**config.mk**
```make
export PLATFORM = sky130hd
export DESIGN_NAME = block_stream_gen_flat
export DESIGN_NICKNAME = d
export VERILOG_FILES = /design/src/rtl/block_stream_gen_if.sv /design/src/rtl/block_stream_gen.sv /design/src/flat_wrapper.sv
export SDC_FILE = /design/constraint.sdc
export NUM_CORES = 1
export LEC_CHECK = 0
export CAP_MARGIN = 0
export CELL_PAD_IN_SITES_DETAIL_PLACEMENT = 1
export CELL_PAD_IN_SITES_GLOBAL_PLACEMENT = 1
export CORE_UTILIZATION = 45
export CTS_CLUSTER_SIZE = 8
export DETAILED_ROUTE_END_ITERATION = 7
export PLACE_DENSITY_LB_ADDON = 0.1
export SYNTH_ARGS = -nofsm -noshare
export SYNTH_HDL_FRONTEND = slang
export SYNTH_SLANG_ARGS = --single-unit
```
**constraint.sdc**
```tcl
create_clock -name clk_i -period 4.61 [get_ports clk_i]
set_input_delay 0.922 -clock clk_i [delete_from_list [all_inputs] [get_ports clk_i]]
set_output_delay 0.922 -clock clk_i [all_outputs]
set_load 0.01 [all_outputs]
```
**src/rtl/block_stream_gen_if.sv**
```systemverilog
// Command handshake and keyword-stream outputs of block_stream_gen.
// The master side issues word commands; the slave side emits characters and nesting status.
interface block_stream_gen_if #(
    parameter int unsigned DepthW = 8
);
    logic              cmd_valid;
    logic              cmd_op;
    logic [4:0]        cmd_case;
    logic              cmd_ready;
    logic [7:0]        out_char;
    logic              out_valid;
    logic [DepthW-1:0] depth;
    logic              underflow;
    logic              balanced;

    modport master (
        output cmd_valid, cmd_op, cmd_case,
        input  cmd_ready, out_char, out_valid, depth, underflow, balanced
    );

    modport slave (
        input  cmd_valid, cmd_op, cmd_case,
        output cmd_ready, out_char, out_valid, depth, underflow, balanced
    );
endinterface

```
**src/rtl/block_stream_gen.sv**
```systemverilog
// Emits "begin " / "end " one character per clock, with per-letter case masks,
// and tracks begin/end nesting depth with a sticky underflow flag.
module block_stream_gen #(
    parameter int unsigned DepthW = 8
) (
    input  logic              clk_i,
    input  logic              reset_i,
    block_stream_gen_if.slave bus_io
);
    typedef enum logic [0:0] {StIdle, StEmit} state_e;

    localparam logic [DepthW-1:0] DepthMax  = {DepthW{1'b1}};
    localparam logic [2:0]        LastBegin = 3'd5;
    localparam logic [2:0]        LastEnd   = 3'd3;

    state_e            state_q;
    logic [2:0]        idx_q;
    logic              op_q;
    logic [4:0]        case_q;
    logic [7:0]        char_q;
    logic              valid_q;
    logic [DepthW-1:0] depth_q;
    logic              underflow_q;

    logic [2:0] last_idx;
    logic [2:0] idx_next;
    logic       at_last;
    logic       at_space_edge;
    logic       ready;
    logic       accept;

    // Character at position idx of the word; positions past the letters are the space.
    function automatic logic [7:0] word_char(input logic op, input logic [4:0] cs,
                                             input logic [2:0] idx);
        logic [7:0] ch;
        logic [7:0] mask;
        ch   = 8'h20;
        mask = 8'h00;
        if (!op) begin
            mask = {3'b000, cs};
            case (idx)
                3'd0:    ch = "b";
                3'd1:    ch = "e";
                3'd2:    ch = "g";
                3'd3:    ch = "i";
                3'd4:    ch = "n";
                default: ch = 8'h20;
            endcase
        end else begin
            mask = {5'b00000, cs[2:0]};
            case (idx)
                3'd0:    ch = "e";
                3'd1:    ch = "n";
                3'd2:    ch = "d";
                default: ch = 8'h20;
            endcase
        end
        if (ch != 8'h20 && mask[idx]) begin
            ch = ch & 8'hDF;
        end
        return ch;
    endfunction

    always_comb begin
        last_idx      = op_q ? LastEnd : LastBegin;
        idx_next      = idx_q + 3'd1;
        at_last       = (state_q == StEmit) && (idx_q == last_idx);
        at_space_edge = (state_q == StEmit) && (idx_q == last_idx - 3'd1);
        ready         = !reset_i && ((state_q == StIdle) || at_last);
        accept        = bus_io.cmd_valid && ready;
    end

    always_ff @(posedge clk_i or posedge reset_i) begin
        if (reset_i) begin
            state_q     <= StIdle;
            idx_q       <= 3'd0;
            op_q        <= 1'b0;
            case_q      <= 5'd0;
            char_q      <= 8'h00;
            valid_q     <= 1'b0;
            depth_q     <= '0;
            underflow_q <= 1'b0;
        end else begin
            // Nesting changes on the edge that puts the trailing space on the output.
            if (at_space_edge) begin
                if (!op_q) begin
                    if (depth_q != DepthMax) begin
                        depth_q <= depth_q + DepthW'(1);
                    end
                end else if (depth_q != '0) begin
                    depth_q <= depth_q - DepthW'(1);
                end else begin
                    underflow_q <= 1'b1;
                end
            end

            if (accept) begin
                state_q <= StEmit;
                idx_q   <= 3'd0;
                op_q    <= bus_io.cmd_op;
                case_q  <= bus_io.cmd_case;
                char_q  <= word_char(bus_io.cmd_op, bus_io.cmd_case, 3'd0);
                valid_q <= 1'b1;
            end else if (state_q == StEmit) begin
                if (at_last) begin
                    state_q <= StIdle;
                    idx_q   <= 3'd0;
                    char_q  <= 8'h00;
                    valid_q <= 1'b0;
                end else begin
                    idx_q  <= idx_next;
                    char_q <= word_char(op_q, case_q, idx_next);
                end
            end
        end
    end

    assign bus_io.cmd_ready = ready;
    assign bus_io.out_char  = char_q;
    assign bus_io.out_valid = valid_q;
    assign bus_io.depth     = depth_q;
    assign bus_io.underflow = underflow_q;
    assign bus_io.balanced  = (depth_q == '0) && !underflow_q;
endmodule
```
**src/flat_wrapper.sv**
```systemverilog
// flat-port wrapper written by rule: the top's interface ports become plain ports
module block_stream_gen_flat 
#(
    parameter int unsigned DepthW = 8
)
  (clk_i, reset_i, bus_io_cmd_valid, bus_io_cmd_op, bus_io_cmd_case, bus_io_cmd_ready, bus_io_out_char, bus_io_out_valid, bus_io_depth, bus_io_underflow, bus_io_balanced);
  block_stream_gen_if #(.DepthW(DepthW)) bus_io_i ();
  input  logic clk_i;
  input  logic reset_i;
  input wire logic [$bits(bus_io_i.cmd_valid)-1:0] bus_io_cmd_valid;
  input wire logic [$bits(bus_io_i.cmd_op)-1:0] bus_io_cmd_op;
  input wire logic [$bits(bus_io_i.cmd_case)-1:0] bus_io_cmd_case;
  output wire logic [$bits(bus_io_i.cmd_ready)-1:0] bus_io_cmd_ready;
  output wire logic [$bits(bus_io_i.out_char)-1:0] bus_io_out_char;
  output wire logic [$bits(bus_io_i.out_valid)-1:0] bus_io_out_valid;
  output wire logic [$bits(bus_io_i.depth)-1:0] bus_io_depth;
  output wire logic [$bits(bus_io_i.underflow)-1:0] bus_io_underflow;
  output wire logic [$bits(bus_io_i.balanced)-1:0] bus_io_balanced;
  assign bus_io_i.cmd_valid = bus_io_cmd_valid;
  assign bus_io_i.cmd_op = bus_io_cmd_op;
  assign bus_io_i.cmd_case = bus_io_cmd_case;
  assign bus_io_cmd_ready = bus_io_i.cmd_ready;
  assign bus_io_out_char = bus_io_i.out_char;
  assign bus_io_out_valid = bus_io_i.out_valid;
  assign bus_io_depth = bus_io_i.depth;
  assign bus_io_underflow = bus_io_i.underflow;
  assign bus_io_balanced = bus_io_i.balanced;
  block_stream_gen #(.DepthW(DepthW)) u_core (.clk_i(clk_i), .reset_i(reset_i), .bus_io(bus_io_i));
endmodule
```
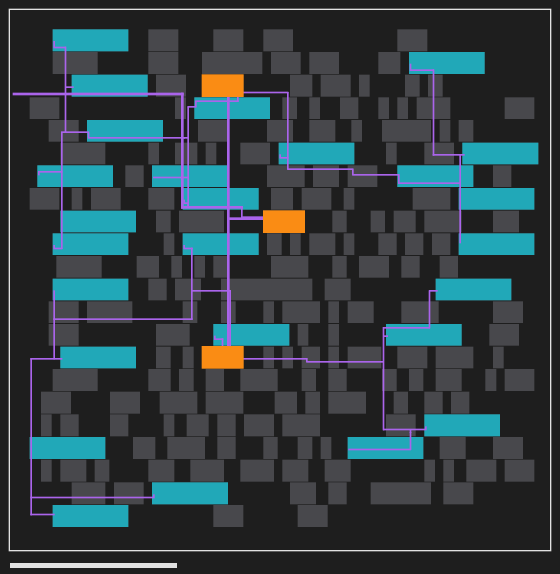
*Clock network drawn from the DEF*
The bar under the picture is 20 um long.
[clock-net drivers] orange | count: 3
[clock wires] purple | length: 381 um
[flip-flops] cyan | count: 26
flops lie: spread over the die
routed clock nets: 4
Setup Skew: 0.001765 ns
clock share of power: 11.2%

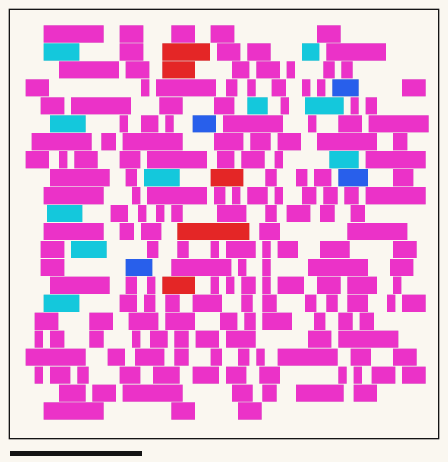
*Cells by drive strength*
The bar under the picture is 20 um long.
[x6 and larger] red | cells: 5
[x1 and smaller] magenta | cells: 176
[x2] blue | cells: 4
[x3 and x4] cyan | cells: 10
P&R area growth vs syn: 18.03%
setup ws final: 1.228 ns

==> job_summary.md <==
## Implementation flow summary

| Metric | Value |
|---|---|
| Cell breakdown of the critical path | `and3b_4, o21ai_4, and2_4, nor2_1, clkdlybuf4s50_1` |
| CTS Root Cell | `clkbuf_8` |
| Peak supply drop | `0.3352 mV` |
| Crit path time final | `3.382 ns` |
| M1 WL | `2.070 mm` |
| Yosys stat area | `0.001777 mm^2` |
| Via count of the first global-routing pass | `1,540` |
| Initial antenna violation count | `0` |
| # diodes | `0` |
| Peak Freq | `295.7 MHz` |
| GRT Util Overall | `23.73%` |
| Slew Viols, Final | `0` |
| Synth top cells by count | `dfrtp_1, nor2_1, a21oi_1` |
| Comb pwr | `0.00106 W` |
| Max clock buf depth | `2` |
| Hold Fails Final Rpt | `0` |
| Status | `finished clean` |
| Flop pwr share | `28.8%` |
| CTS tree | `yes` |
| Yosys xor share | `2.958%` |
| Worst Hold Class | `register to register` |
| Drt first pass iters | `4` |
| Die H | `64.84 um` |
| R2R depth | `6` |
| Post-route cell area | `0.002097 mm^2` |
| Overflow after GRT | `0` |
| M3 GR Usage | `3.169%` |
| WP buf/inv | `1` |
| GR Layer Usage met1 | `31.42%` |
| Crit Path Max Fanout | `25` |
| Unique cell types | `54` |
| P_sw | `0.0007674 W` |
| Post-synth regs | `26` |
| Layout Cells excl Fill | `243` |
| Cells after DPL | `239` |
| CTS Hold Bufs | `0` |
| Critical path arrival | `2.46 ns` |
| Fraction of layout cells with a size suffix above 1 | `9.744%` |
| Die area | `0.004204 mm^2` |
| Routed WL per cell | `18.02 um` |
| Pint | `0.0009954 W` |
| First-pass GRT wire length | `7.590 mm` |
| HPWL Detailed | `3.182 mm` |
| Synth logic family | `AND-OR/OR-AND gates` |
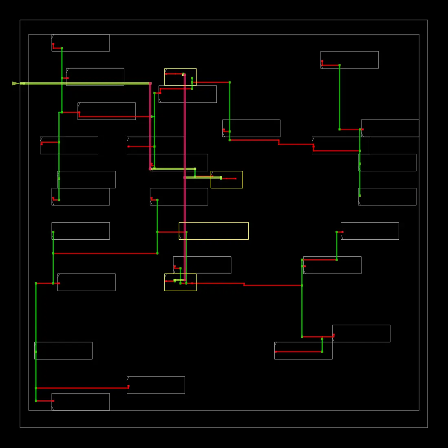
*Clock routing*
number of CTS-inserted buffers: 3
clk sink count: 26
Latency at later pin: 0.28 ns
clkbuf count: 3
clock group total power: 0.000197 W

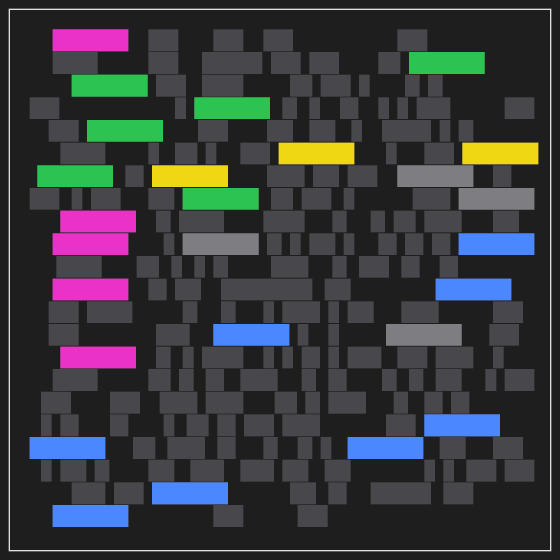
*Sequential cells grouped by signal name*
[u_core.bus_io.depth] blue | placed flops: 8
[u_core.bus_io.out_char] green | placed flops: 6
[u_core.case_q] magenta | placed flops: 5
[u_core.idx_q] yellow | placed flops: 3
Sequential cell area: 650.6 um^2
Seq. pwr: 0.000507 W

-- layout make-up --
cell class / count / area, um^2 / share of cell area (%)
Clock buffer: 3 / 41.29 / 1.969
Tap cell: 48 / 60.06 / 2.864
Multi-Input combinational cell: 127 / 1006 / 47.97
Sequential cell: 26 / 650.6 / 31.03
Timing Repair Buffer: 27 / 267.8 / 12.77
Clock inverter: 1 / 30.03 / 1.432
Inverter: 11 / 41.29 / 1.969
-- worst min-delay path by stage --
stage | to | slack (ns) | depth (start not counted)
final | u_core.bus_io.underflow | 0.51 | 1
after global routing | u_core.case_q[1] | 0.54 | 1
after CTS | u_core.bus_io.underflow | 0.51 | 1
after detailed placement | u_core.case_q[1] | 0.49 | 1
after global placement | u_core.bus_io.underflow | 0.49 | 1
after floorplan | u_core.case_q[1] | 0.47 | 1
No activity file was given, so power comes from the tool's default toggle rates.
